--- src/rtl/sm_output.sv ---
// sm_output: CPU-side transmit interface; buffers CPU words in a FIFO and hands
// packed flits to the router's local port over a 4-phase req/ack handshake.
module sm_output #(
  parameter logic [3:0] position      = 4'b0101,
  parameter int         DATA_WIDTH_EX = 37,
  parameter int         FIFO_DEPTH    = 4,
  parameter int         FIFO_AW       = 2
) (
  input  logic                     clk,
  input  logic                     reset,
  input  logic                     cpu_we,
  input  logic [31:0]              cpu_data,
  input  logic [3:0]               cpu_dest,
  output logic                     cpu_ready,
  output logic                     Inr_L,
  input  logic                     Inw_L,
  output logic [DATA_WIDTH_EX-1:0] dataOutL,
  output logic [FIFO_AW:0]         fifo_level,
  output logic [15:0]              sent_count,
  output logic                     loopback
);
  localparam logic [1:0] IDLE    = 2'd0;
  localparam logic [1:0] REQ     = 2'd1;
  localparam logic [1:0] RELEASE = 2'd2;
  localparam logic [FIFO_AW-1:0] ptr_one = 1;
  localparam logic [FIFO_AW:0]   cnt_one = 1;
  localparam logic [FIFO_AW:0]   cnt_full = FIFO_DEPTH[FIFO_AW:0];
  logic [35:0]        mem [FIFO_DEPTH];
  logic [FIFO_AW-1:0] rd_ptr, wr_ptr;
  logic [FIFO_AW:0]   count;
  logic [1:0]         state;
  logic               push, pop;
  logic [35:0]        head;
  assign cpu_ready  = count != cnt_full;
  assign fifo_level = count;
  assign push       = cpu_we && cpu_ready;
  assign pop        = state == IDLE && count != '0 && !Inw_L;
  assign head       = mem[rd_ptr];
  always_ff @(posedge clk) begin
    if (push) mem[wr_ptr] <= {cpu_data, cpu_dest};
  end
  always_ff @(posedge clk or negedge reset) begin
    if (!reset) begin
      rd_ptr <= '0;
      wr_ptr <= '0;
      count  <= '0;
    end else begin
      if (push) wr_ptr <= wr_ptr + ptr_one;
      if (pop) rd_ptr <= rd_ptr + ptr_one;
      count <= (push && !pop) ? count + cnt_one : (!push && pop) ? count - cnt_one : count;
    end
  end
  // Handshake: load+request, wait ack high, drop request, wait ack low.
  always_ff @(posedge clk or negedge reset) begin
    if (!reset) begin
      state      <= IDLE;
      Inr_L      <= 1'b0;
      dataOutL   <= '0;
      loopback   <= 1'b0;
      sent_count <= '0;
    end else begin
      case (state)
        IDLE: if (pop) begin
          dataOutL <= {head[35:4], 1'b1, head[3:0]};
          loopback <= head[3:0] == position;
          Inr_L    <= 1'b1;
          state    <= REQ;
        end
        REQ: if (Inw_L) begin
          Inr_L <= 1'b0;
          state <= RELEASE;
        end
        RELEASE: if (!Inw_L) begin
          sent_count <= sent_count + 16'd1;
          state      <= IDLE;
        end
        default: state <= IDLE;
      endcase
    end
  end
endmodule

--- config.mk ---
export PLATFORM = sky130hd
export DESIGN_NAME = sm_output
export DESIGN_NICKNAME = d
export VERILOG_FILES = /design/src/rtl/sm_output.sv
export SDC_FILE = /design/constraint.sdc
export NUM_CORES = 1
export LEC_CHECK = 0
export CAP_MARGIN = 40
export CORE_MARGIN = 4
export CORE_UTILIZATION = 50
export CTS_CLUSTER_DIAMETER = 80
export DETAILED_ROUTE_END_ITERATION = 10
export GPL_ROUTABILITY_DRIVEN = 0
export PLACE_DENSITY_LB_ADDON = 0.3
export SYNTH_ARGS = -nofsm -noshare
export SYNTH_HDL_FRONTEND = slang
export SYNTH_SLANG_ARGS = --single-unit
--- constraint.sdc ---
create_clock -name clk -period 2.5 [get_ports clk]
set_input_delay 0.5 -clock clk [delete_from_list [all_inputs] [get_ports clk]]
set_output_delay 0.5 -clock clk [all_outputs]
set_load 0.05 [all_outputs]
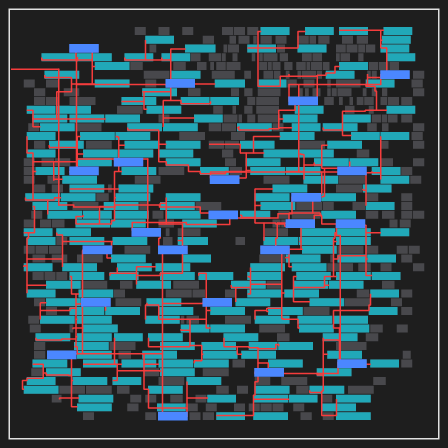
run_1/clock_map.png
legend:
  blue:
    item: cells driving clock nets
    count: 22
  red:
    item: clock wires
    length: 2280 um
  cyan:
    item: flip-flops
    count: 208
flops lie: spread over the die

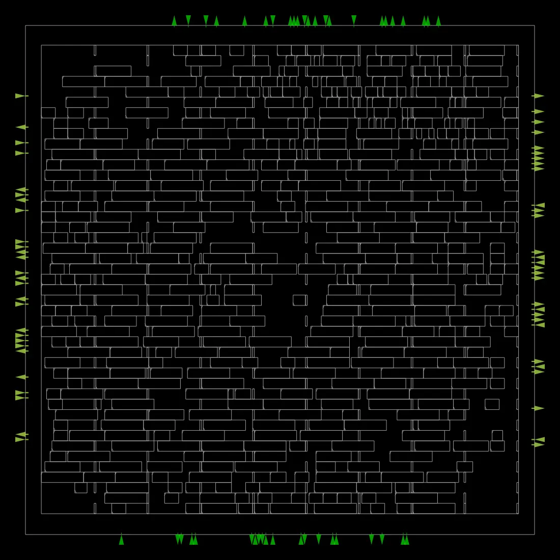
run_1/final_placement.png
final core utilization: 65.0%
final instance count without filler cells: 726
seq_cells: 208
core box area: 0.0153 mm^2
number of well taps: 211

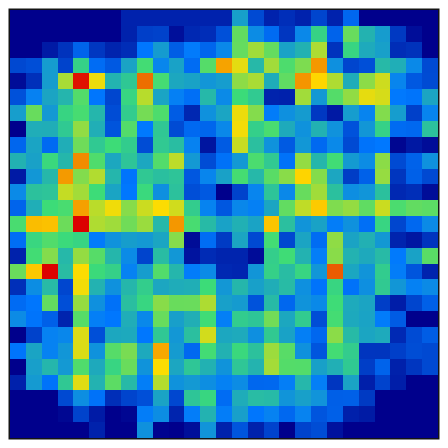
run_1/wire_density.png
The die is cut into 27 by 27 equal tiles; dark blue is low, red is high, scaled to the fullest tile. Values are wire area over tile area, all layers added.
fullest tile: 0.38
emptiest ninth of the die: bottom right
tiles over half the peak: 21%
densest ninth of the die: left middle
total length of routed wires: 13800 um
routed via count: 3835
average routed wire per standard cell: 19.1 um
global-route usage over all layers: 16.3%

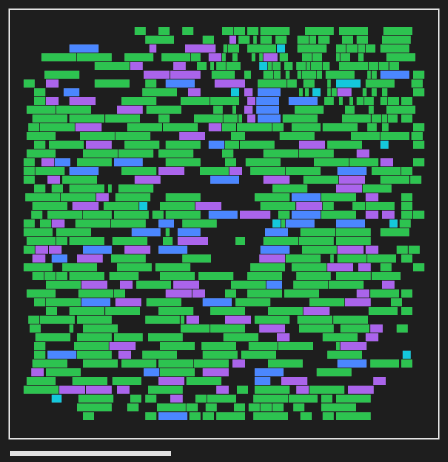
run_1/drive_strength.png
The bar under the picture is 50 um long.
legend:
  green:
    size: drive 1 or less
    cells: 380
    share: 74%
  cyan:
    size: drive 3 to 4
    cells: 11
    share: 2.1%
  blue:
    size: drive 6 and up
    cells: 37
    share: 7.2%
  purple:
    size: drive 2
    cells: 87
    share: 17%
count of plain and timing-repair buffers: 112
Worst Setup Slack, final: 0.121 ns

==> deck_impl_summary.md, run 1 <==
Implementation Results

Status
  – Status: finished, violations left
  – Violations in the final reports: negative hold slack

Power and ir drop
  – Clk power: 3.14 mW
  – Net switching component of the power: 4.24 mW
  – Fraction of power consumed by sequential logic: 39.9%
  – Comb power: 4.53 mW
  – Post-layout power: 12.8 mW
  – Switching share of power: 33.2%
  – Seq power: 5.09 mW

Final layout
  – Nonclk inv count: 6
  – Layout-stage area growth over the synthesis result: 27.0%
  – Non-clk buf share: 11.7%
  – Most instantiated logic cell after routing: sky130_fd_sc_hd__edfxtp_1
  – Share of cell area taken by multi-input logic gates: 18.3%
  – Top cell class by occupied area: sequential cells
  – Leading cell types in the layout, fill and taps excluded: sky130_fd_sc_hd__edfxtp_1, sky130_fd_sc_hd__clkdlybuf4s50_1, sky130_fd_sc_hd__dfrtp_1, sky130_fd_sc_hd__mux2_2, sky130_fd_sc_hd__mux4_2
  – Clock Buffer Count: 38
  – Post-route cell area: 0.00992 mm^2
  – Logic area: roughly 0.0018 mm^2
  – Ratio of cells with drive above 1 in the final layout: 26.2%
  – Sequential share of cell area: about 60%

Detailed routing
  – Antenna Violating Nets Remaining: 0
  – DR vias/cell: 5.28

Placement
  – Detailed placement HPWL: approximately 8300 um
  – Place WS: 0.0406 ns
  – Number of cells after detailed placement: around 700
  – Area after DPL: 0.00919 mm^2

Global routing
  – Via count of the first global-routing pass: approximately 4200
  – Wire length of the first global-routing pass: 22800 um

Yosys
  – Area share of the largest cell type after synthesis: 55.4%
  – Area leader, netlist: sky130_fd_sc_hd__edfxtp_1
  – AND/OR/NAND/NOR Cells, Area Fraction: 3.28%
  – Flip-flop and latch count after synthesis: 208
  – Top FF cell, synth: sky130_fd_sc_hd__edfxtp_1
  – Share of synthesized area spent on multiplexers: 16.0%
  – Number of flops mapped to enable cells by yosys: 144
  – Cell count after synthesis: 376
  – Dominant combinational cell family by area after synthesis: multiplexers
  – Sequential share of the synthesized area: 75.9%
  – Post-synthesis share of cell area spent on and-or and or-and gates: 0.0961%
  – Post-synthesis area per instance: 20.8 um^2
  – Top-count cell post-synth: sky130_fd_sc_hd__edfxtp_1
  – Asr flop ratio synth: a little under a third
  – Main area contributors: sky130_fd_sc_hd__edfxtp_1, sky130_fd_sc_hd__dfrtp_1, sky130_fd_sc_hd__mux4_2

Final timing
  – Share of the clock period used by the worst path after layout: 95.2%
  – Worst setup skew after layout: 0.0110 ns
  – Number of max-slew violations in the final report: 0
  – Post-route minimum period: 2.38 ns
  – Achievable clock frequency: about 420 MHz
  – Count of endpoints failing hold in the final timing report: 5
  – Final-layout worst hold slack: -0.00546 ns
  – Pin slew with the least headroom to its limit: 0.612 ns
  – Setup violations, final: 0
  – Unrepaired setup endpoints after global routing: false

Clock network
  – Clock Latency Late Sink: 0.49 ns
  – Post-CTS setup buffer count: 0
  – Number of hold-repair buffers added at the cts stage: 0
  – Clock-pin slew on the worst setup and hold paths: roughly 0.060 ns
  – TritonCTS clock tree: yes
  – Resize count post-CTS: 0
  – Longest Clk Path Bufs: 3

Floorplanning
  – Die span in x: approximately 130 um
  – Area of the chip: roughly 0.018 mm^2
  – Number of placement rows: 45
  – Height of the die: 133 um
  – Core utilization before placement: 51.2%
  – I/O Pins: 99

Setup path
  – Critical Path Source Type: register
  – Data required time of the critical path: 2.00 ns
  – Crit path buffers/inverters: 1
  – Maximum net fanout on the critical path: 6
  – Critical path data arrival time: 1.88 ns
  – Crit path largest cell delay: 0.81 ns
  – Path length in cells of the critical path: 3

Run
  – Total tool warning count: 29
## run 1: final timing paths
path / from / endpoint / slack (ns)
max in group asynchronous: reset / dataOutL[11] / 1.89
worst max-delay path: fifo_level[0] / cpu_ready / 0.12
min in group clk: dataOutL[4] / dataOutL[4] / 0.47
worst min-delay path: reset / dataOutL[35] / -0.005
worst min register to register: dataOutL[4] / dataOutL[4] / 0.47
worst max register to register: fifo_level[0] / fifo_level[2] / 0.46
## run 1: registers in the layout, summed over array words and instances (netlist names), 2 cells and up
register and count:
wr_ptr 2, mem 144, dataOutL 37, state 2, rd_ptr 2, sent_count 16
fifo_level 3
## run 1: per-layer routing
metal	GRT usage, %	part of all wire (%)
met1	21.6	42
met4	4.33	2.3
met2	27.6	50
met3	3.73	5.5
met5	0	0
==> run 1 -> run 2 <==
--- a/config.mk
+++ b/config.mk
@@ -8,9 +8,11 @@
 export CAP_MARGIN = 40
 export CORE_MARGIN = 4
 export CORE_UTILIZATION = 50
+export CTS_BUF_LIST = sky130_fd_sc_hd__clkbuf_16
 export CTS_CLUSTER_DIAMETER = 80
 export DETAILED_ROUTE_END_ITERATION = 10
 export GPL_ROUTABILITY_DRIVEN = 0
+export HOLD_SLACK_MARGIN = 0.06
 export PLACE_DENSITY_LB_ADDON = 0.3
 export SYNTH_ARGS = -nofsm -noshare
 export SYNTH_HDL_FRONTEND = slang
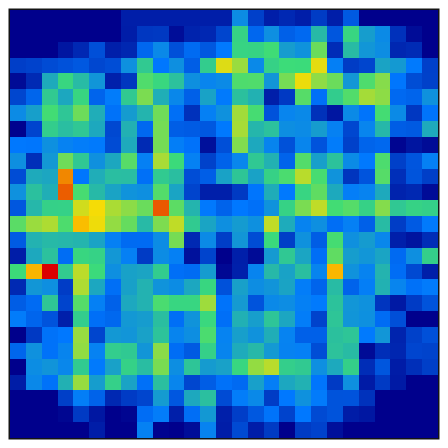
run_2/wire_density.png
The die is cut into 27 by 27 equal tiles; dark blue is low, red is high, scaled to the fullest tile. Values are wire area over tile area, all layers added.
densest ninth of the die: left middle
tiles over half the peak: 12%
emptiest ninth of the die: bottom right
fullest tile: 0.44

==> deck_impl_summary.md, run 2 <==
Implementation Results

Yosys
  – Cell count after synthesis: 376 (unchanged)
  – Area share of the largest cell type after synthesis: 55.4% (unchanged)
  – Post-synthesis area per instance: 20.8 um^2 (unchanged)
  – Synthesis Warnings: 0 (unchanged)
  – Top FF cell, synth: sky130_fd_sc_hd__edfxtp_1 (unchanged)
  – Dominant combinational cell family by area after synthesis: multiplexers (unchanged)
  – Post-synthesis share of cell area spent on and-or and or-and gates: 0.0961% (unchanged)
  – AND/OR/NAND/NOR Cells, Area Fraction: 3.28% (unchanged)
  – Share of synthesized area spent on multiplexers: 16.0% (unchanged)
  – Sequential share of the synthesized area: 75.9% (unchanged)
  – Number of flops mapped to enable cells by yosys: 144 (unchanged)
  – Area leader, netlist: sky130_fd_sc_hd__edfxtp_1 (unchanged)
  – Asr flop ratio synth: 30.8% (unchanged)
  – Top-count cell post-synth: sky130_fd_sc_hd__edfxtp_1 (unchanged)
  – Main area contributors: sky130_fd_sc_hd__edfxtp_1, sky130_fd_sc_hd__dfrtp_1, sky130_fd_sc_hd__mux4_2 (unchanged)
  – Flip-flop and latch count after synthesis: 208 (unchanged)

Final timing
  – Post-route minimum period: 2.38 ns (about the same)
  – Slew Limit Headroom: 59.1% (was 59.2%)
  – Share of the clock period used by the worst path after layout: 95.2% (about the same)
  – Worst setup skew after layout: 0.0107 ns (was 0.0110 ns)
  – Count of endpoints failing hold in the final timing report: 0 (was 5)
  – Final-layout worst hold slack: 0.470 ns (was -0.00546 ns)
  – Unrepaired setup endpoints after global routing: false (unchanged)
  – Setup violations, final: 0 (unchanged)
  – Number of max-slew violations in the final report: 0 (unchanged)
  – Achievable clock frequency: 420 MHz (about the same)

Detailed routing
  – Length of routed met3 wiring: 730 um (was 759 um)
  – DR vias/cell: 5.27 (was 5.28)
  – Routed via count: 3830 (was 3835)
  – Total length of routed wires: 13800 um (about the same)
  – Antenna Violating Nets Remaining: 0 (unchanged)
  – DR top layer: met4 (unchanged)
  – Average routed wire per standard cell: 19.0 um (was 19.1 um)
  – WL met2: 6840 um (was 6890 um)
  – Wire length on met1: 5880 um (was 5870 um)

Setup path
  – Critical Path Source Type: register (unchanged)
  – Crit path largest cell delay: 0.81 ns (about the same)
  – Data required time of the critical path: 2.00 ns (about the same)
  – Critical path data arrival time: 1.88 ns (about the same)
  – Crit path buffers/inverters: 1 (unchanged)
  – Maximum net fanout on the critical path: 6 (unchanged)
  – CP Class: register to primary output (unchanged)

Clock network
  – Clock Latency Late Sink: 0.49 ns (about the same)
  – Longest Clk Path Bufs: 3 (unchanged)
  – Clock-pin slew on the worst setup and hold paths: 0.06 ns (about the same)
  – TritonCTS clock tree: yes (unchanged)
  – Number of hold-repair buffers added at the cts stage: 1 (was 0)
  – Post-CTS setup buffer count: 0 (unchanged)
  – Deepest level of the CTS H-tree: 1 (unchanged)

Global routing
  – Met1 global-route usage: 21.4% (was 21.6%)
  – Global-route usage over all layers: 16.2% (was 16.3%)
  – Remaining global-route overflow: 0 (unchanged)
  – Fraction of met3 tracks used by global routing: 3.73% (unchanged)
  – Wire length of the first global-routing pass: 22600 um (was 22800 um)
  – Via count of the first global-routing pass: 4138 (was 4188)
  – Fraction of met2 tracks used by global routing: 27.3% (was 27.6%)

Power and ir drop
  – Post-layout power: 12.5 mW (was 12.8 mW)
  – Clk power: 2.85 mW (was 3.14 mW)
  – Switching share of power: 33.9% (was 33.2%)
  – Static Leak: 3.57 nW (was 3.58 nW)
  – Maximum vdd drop: 0.000808 V (was 0.000879 V)
  – Fraction of power consumed by sequential logic: 40.8% (was 39.9%)
  – Comb power: 4.53 mW (about the same)
  – Net switching component of the power: 4.23 mW (was 4.24 mW)
  – Seq power: 5.09 mW (about the same)

Floorplanning
  – Core box area: 0.0153 mm^2 (unchanged)
  – I/O Pins: 99 (unchanged)
  – Die span in x: 133 um (unchanged)
  – Height of the die: 133 um (unchanged)
  – Number of placement rows: 45 (unchanged)
  – Area of the chip: 0.0177 mm^2 (unchanged)
  – Core utilization before placement: 51.2% (unchanged)

Placement
  – Detailed placement HPWL: 8260 um (unchanged)
  – Number of cells after detailed placement: 686 (unchanged)
  – Place WS: 0.0406 ns (unchanged)
  – Area after DPL: 0.00919 mm^2 (unchanged)

Status
  – Status: finished, final reports clean (was finished, violations left)

Final layout
  – Leading cell types in the layout, fill and taps excluded: sky130_fd_sc_hd__edfxtp_1, sky130_fd_sc_hd__clkdlybuf4s50_1, sky130_fd_sc_hd__dfrtp_1, sky130_fd_sc_hd__mux2_2, sky130_fd_sc_hd__mux4_2 (unchanged)
  – Largest register by flop count: mem (unchanged)
  – Final instance count without filler cells: 727 (was 726)
  – Layout-stage area growth over the synthesis result: 26.1% (was 27.0%)
  – Most instantiated logic cell after routing: sky130_fd_sc_hd__edfxtp_1 (unchanged)
  – Number of flip-flops under the largest register name: 144 (unchanged)
  – Ratio of cells with drive above 1 in the final layout: 24.6% (was 26.2%)
  – Final core utilization: 64.5% (was 65.0%)
  – Post-route cell area: 0.00985 mm^2 (was 0.00992 mm^2)
  – Largest registers ranked by flip-flop count: mem x144, dataOutL x37, sent_count x16 (unchanged)

Run
  – Total tool warning count: 29 (unchanged)
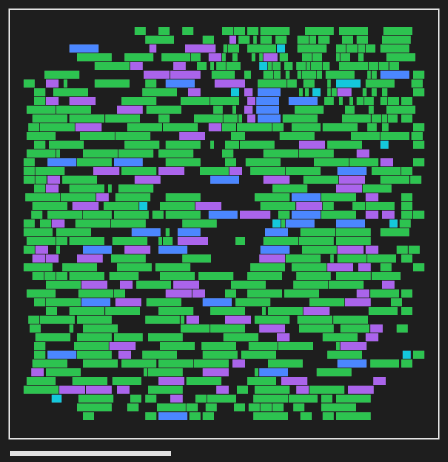
run_2/drive_strength.png
The bar under the picture is 50 um long.
legend:
  cyan:
    size: drive 3 to 4
    cells: 11
    share: 2.1%
  green:
    size: drive 1 or less
    cells: 389
    share: 75%
  blue:
    size: drive 6 and up
    cells: 29
    share: 5.6%
  purple:
    size: drive 2
    cells: 87
    share: 17%

run 2: path summary, 6_finish.rpt:
check / start / end / slack (ns) / cells past startpoint
setup / recovery: fifo_level[0] / cpu_ready / 0.12 / 3
hold / removal: dataOutL[4] / dataOutL[4] / 0.47 / 1
setup reg to reg: fifo_level[0] / fifo_level[2] / 0.46 / 9
hold reg to reg: dataOutL[4] / dataOutL[4] / 0.47 / 1
max in group asynchronous: reset / dataOutL[11] / 1.36 / 3
min in group asynchronous: reset / dataOutL[35] / 0.53 / 2
run 2: area by class of cell:
cell class	instances	area, um^2
Timing Repair Buffer	113	1170
Inverter	6	22.5
Tap cell	211	264
Fill cell	1075	5410
Sequential cell	208	5930
Clock buffer	23	576
Multi-Input combinational cell	149	1820
Clock inverter	17	68.8
==> run 2 -> run 3 <==
--- a/config.mk
+++ b/config.mk
@@ -8,7 +8,6 @@
 export CAP_MARGIN = 40
 export CORE_MARGIN = 4
 export CORE_UTILIZATION = 50
-export CTS_BUF_LIST = sky130_fd_sc_hd__clkbuf_16
 export CTS_CLUSTER_DIAMETER = 80
 export DETAILED_ROUTE_END_ITERATION = 10
 export GPL_ROUTABILITY_DRIVEN = 0
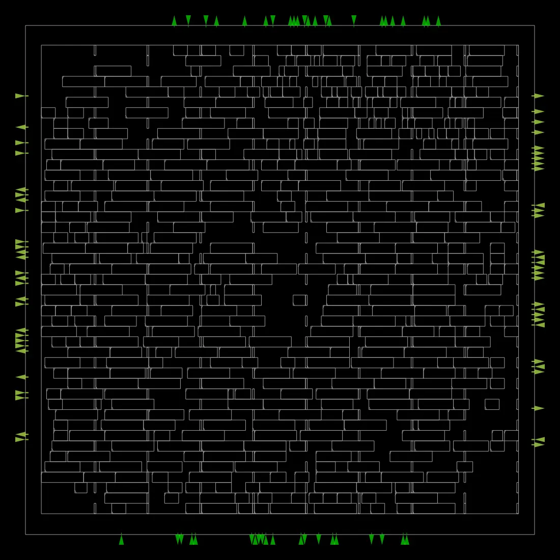
run_3/final_placement.png
number of placement rows: 45
sequential share of cell area: 59.8%
number of filler instances in the final layout: 1067
final core utilization: 65.1%

==> deck_impl_summary.md, run 3 <==
Implementation Results

Clock network
  – TritonCTS clock tree: yes (unchanged)
  – Post-CTS setup buffer count: 0 (unchanged)
  – Deepest level of the CTS H-tree: 1 (unchanged)
  – Clock Latency Late Sink: 0.49 ns (about the same)

Final timing
  – Post-route minimum period: 2.38 ns (about the same)
  – Worst setup skew after layout: 0.0108 ns (was 0.0107 ns)
  – Unrepaired setup endpoints after global routing: false (unchanged)
  – Final-layout worst hold slack: 0.470 ns (about the same)
  – Achievable clock frequency: 420 MHz (about the same)
  – Share of the clock period used by the worst path after layout: 95.2% (about the same)
  – Count of endpoints failing hold in the final timing report: 0 (unchanged)
  – Pin slew with the least headroom to its limit: 0.613 ns (was 0.614 ns)

Power and ir drop
  – Post-layout power: 12.8 mW (was 12.5 mW)
  – Static Leak: 3.58 nW (was 3.57 nW)
  – Switching share of power: 33.2% (was 33.9%)
  – Cell internal power dissipation: 8.52 mW (was 8.25 mW)
  – Clk power: 3.14 mW (was 2.85 mW)
  – Maximum vdd drop: 0.000880 V (was 0.000808 V)
  – Comb power: 4.53 mW (about the same)
  – Net switching component of the power: 4.23 mW (about the same)

Final layout
  – Clock network area share: 7.30% (was 6.54%)
  – Layout-stage area growth over the synthesis result: 27.1% (was 26.1%)
  – Clock Buffer Count: 38 (was 23)
  – Leading cell types in the layout, fill and taps excluded: sky130_fd_sc_hd__edfxtp_1, sky130_fd_sc_hd__clkdlybuf4s50_1, sky130_fd_sc_hd__dfrtp_1, sky130_fd_sc_hd__mux2_2, sky130_fd_sc_hd__mux4_2 (unchanged)
  – Ratio of cells with drive above 1 in the final layout: 26.2% (was 24.6%)
  – Share of cell area taken by multi-input logic gates: 18.3% (was 18.4%)
  – Largest registers ranked by flip-flop count: mem x144, dataOutL x37, sent_count x16 (unchanged)
  – Largest register by flop count: mem (unchanged)
  – Nonclk inv count: 6 (unchanged)
  – Non-clk buf share: 11.8% (was 11.9%)
  – Number of multi-input combinational cells in the layout: 149 (unchanged)
  – Seq_cells: 208 (unchanged)
  – Logic area: 0.00182 mm^2 (unchanged)
  – Top cell class by occupied area: sequential cells (unchanged)
  – Number of flip-flops under the largest register name: 144 (unchanged)

Yosys
  – Sequential share of the synthesized area: 75.9% (unchanged)
  – Synthesis Warnings: 0 (unchanged)
  – Area share of the largest cell type after synthesis: 55.4% (unchanged)
  – Main area contributors: sky130_fd_sc_hd__edfxtp_1, sky130_fd_sc_hd__dfrtp_1, sky130_fd_sc_hd__mux4_2 (unchanged)
  – Post-synthesis area per instance: 20.8 um^2 (unchanged)
  – Flip-flop and latch count after synthesis: 208 (unchanged)
  – Number of flops mapped to enable cells by yosys: 144 (unchanged)
  – Top FF cell, synth: sky130_fd_sc_hd__edfxtp_1 (unchanged)
  – Area leader, netlist: sky130_fd_sc_hd__edfxtp_1 (unchanged)
  – Top-count cell post-synth: sky130_fd_sc_hd__edfxtp_1 (unchanged)
  – Post-synthesis instance area: 0.00781 mm^2 (unchanged)

Floorplanning
  – Die span in x: 133 um (unchanged)
  – Number of well taps: 211 (unchanged)
  – Core utilization before placement: 51.2% (unchanged)
  – Height of the die: 133 um (unchanged)
  – Core box area: 0.0153 mm^2 (unchanged)

Setup path
  – Worst R2R End: fifo_level[2] (unchanged)
  – R2R cell count: 9 (unchanged)
  – Crit path buffers/inverters: 1 (unchanged)
  – Crit path capture: cpu_ready (unchanged)
  – CP Class: register to primary output (unchanged)
  – Crit path largest cell delay: 0.81 ns (about the same)
  – Path length in cells of the critical path: 3 (unchanged)
  – Data required time of the critical path: 2.00 ns (about the same)
  – Worst-case register-to-register setup slack: 0.46 ns (about the same)
  – Critical Path Source Type: register (unchanged)
  – Maximum net fanout on the critical path: 6 (unchanged)
  – Startpoint of the worst-slack reg-to-reg timing path: fifo_level[0] (unchanged)
  – Worst setup path startpoint: fifo_level[0] (unchanged)

Global routing
  – Remaining global-route overflow: 0 (unchanged)
  – Most crowded layer after global routing: met2 (unchanged)
  – Met1 global-route usage: 21.6% (was 21.4%)
  – Fraction of met2 tracks used by global routing: 27.6% (was 27.3%)
  – Fraction of met3 tracks used by global routing: 3.69% (was 3.73%)
  – Via count of the first global-routing pass: 4188 (was 4138)
  – Global-route usage over all layers: 16.3% (was 16.2%)
  – Wire length of the first global-routing pass: 22800 um (was 22600 um)

Status
  – Status: finished, final reports clean (unchanged)

Detailed routing
  – Length of routed met3 wiring: 747 um (was 730 um)
  – Routed via count: 3839 (was 3830)
  – WL met2: 6900 um (was 6840 um)
  – DR top layer: met4 (unchanged)
  – Total length of routed wires: 13800 um (about the same)
  – Average routed wire per standard cell: 19.0 um (about the same)
  – Wire length on met1: 5880 um (about the same)
  – DR vias/cell: 5.28 (was 5.27)

Placement
  – IO buf count: 98 (unchanged)

Hold path
  – Hold wc startpoint: dataOutL[4] (unchanged)
  – Worst-case hold path end point: dataOutL[4] (unchanged)

Run
  – Total tool warning count: 29 (unchanged)
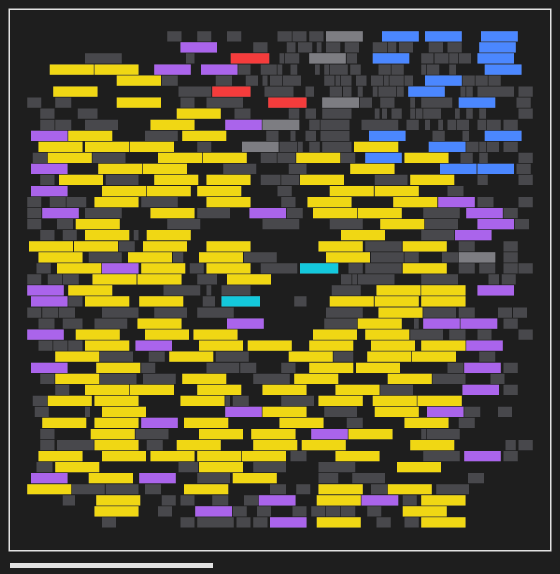
run_3/registers.png
The bar under the picture is 50 um long. Other sequential cells in the stronger gray, the rest of the logic in the fainter gray.
legend:
  yellow:
    name_in_the_netlist: mem
    sequential_cells: 144
  purple:
    name_in_the_netlist: dataOutL
    sequential_cells: 37
    where: spread over the die
  red:
    name_in_the_netlist: fifo_level
    sequential_cells: 3
  cyan:
    name_in_the_netlist: rd_ptr
    sequential_cells: 2
  blue:
    name_in_the_netlist: sent_count
    sequential_cells: 16
    where: top right
not colored: 6
area of all sequential standard cells: 0.00593 mm^2
Seq power: 5.09 mW

## run 3: cells by family after synthesis
group | after synthesis | share of synthesized area [%]
AOI/OAI and AO/OA | 1 | 0.0962
xor gates and xnor gates | 22 | 2.47
adders and majority gates | 7 | 1.22
buffers and inverters | 19 | 1.06
DFF | 208 | 75.9
muxes | 75 | 16.0
and+or+nand+nor | 44 | 3.28
## run 3: stage by stage
step                std cells  setup WS (ns)  cell area [um^2]
floorplan                 376         0.0666              7820
global placement          686         0.0785              9190
detailed placement        686         0.0406              9190
CTS                       727         0.0858              9930
global route              727         0.0413              9930
finish                    727          0.121              9930
## run 3: timing repair
item                                   4_1_cts  5_1_grt
hold buffers                                 1        0
resized                                      0        0
endpoints found under the hold margin       33        0
No activity file was given, so power comes from the tool's default toggle rates.
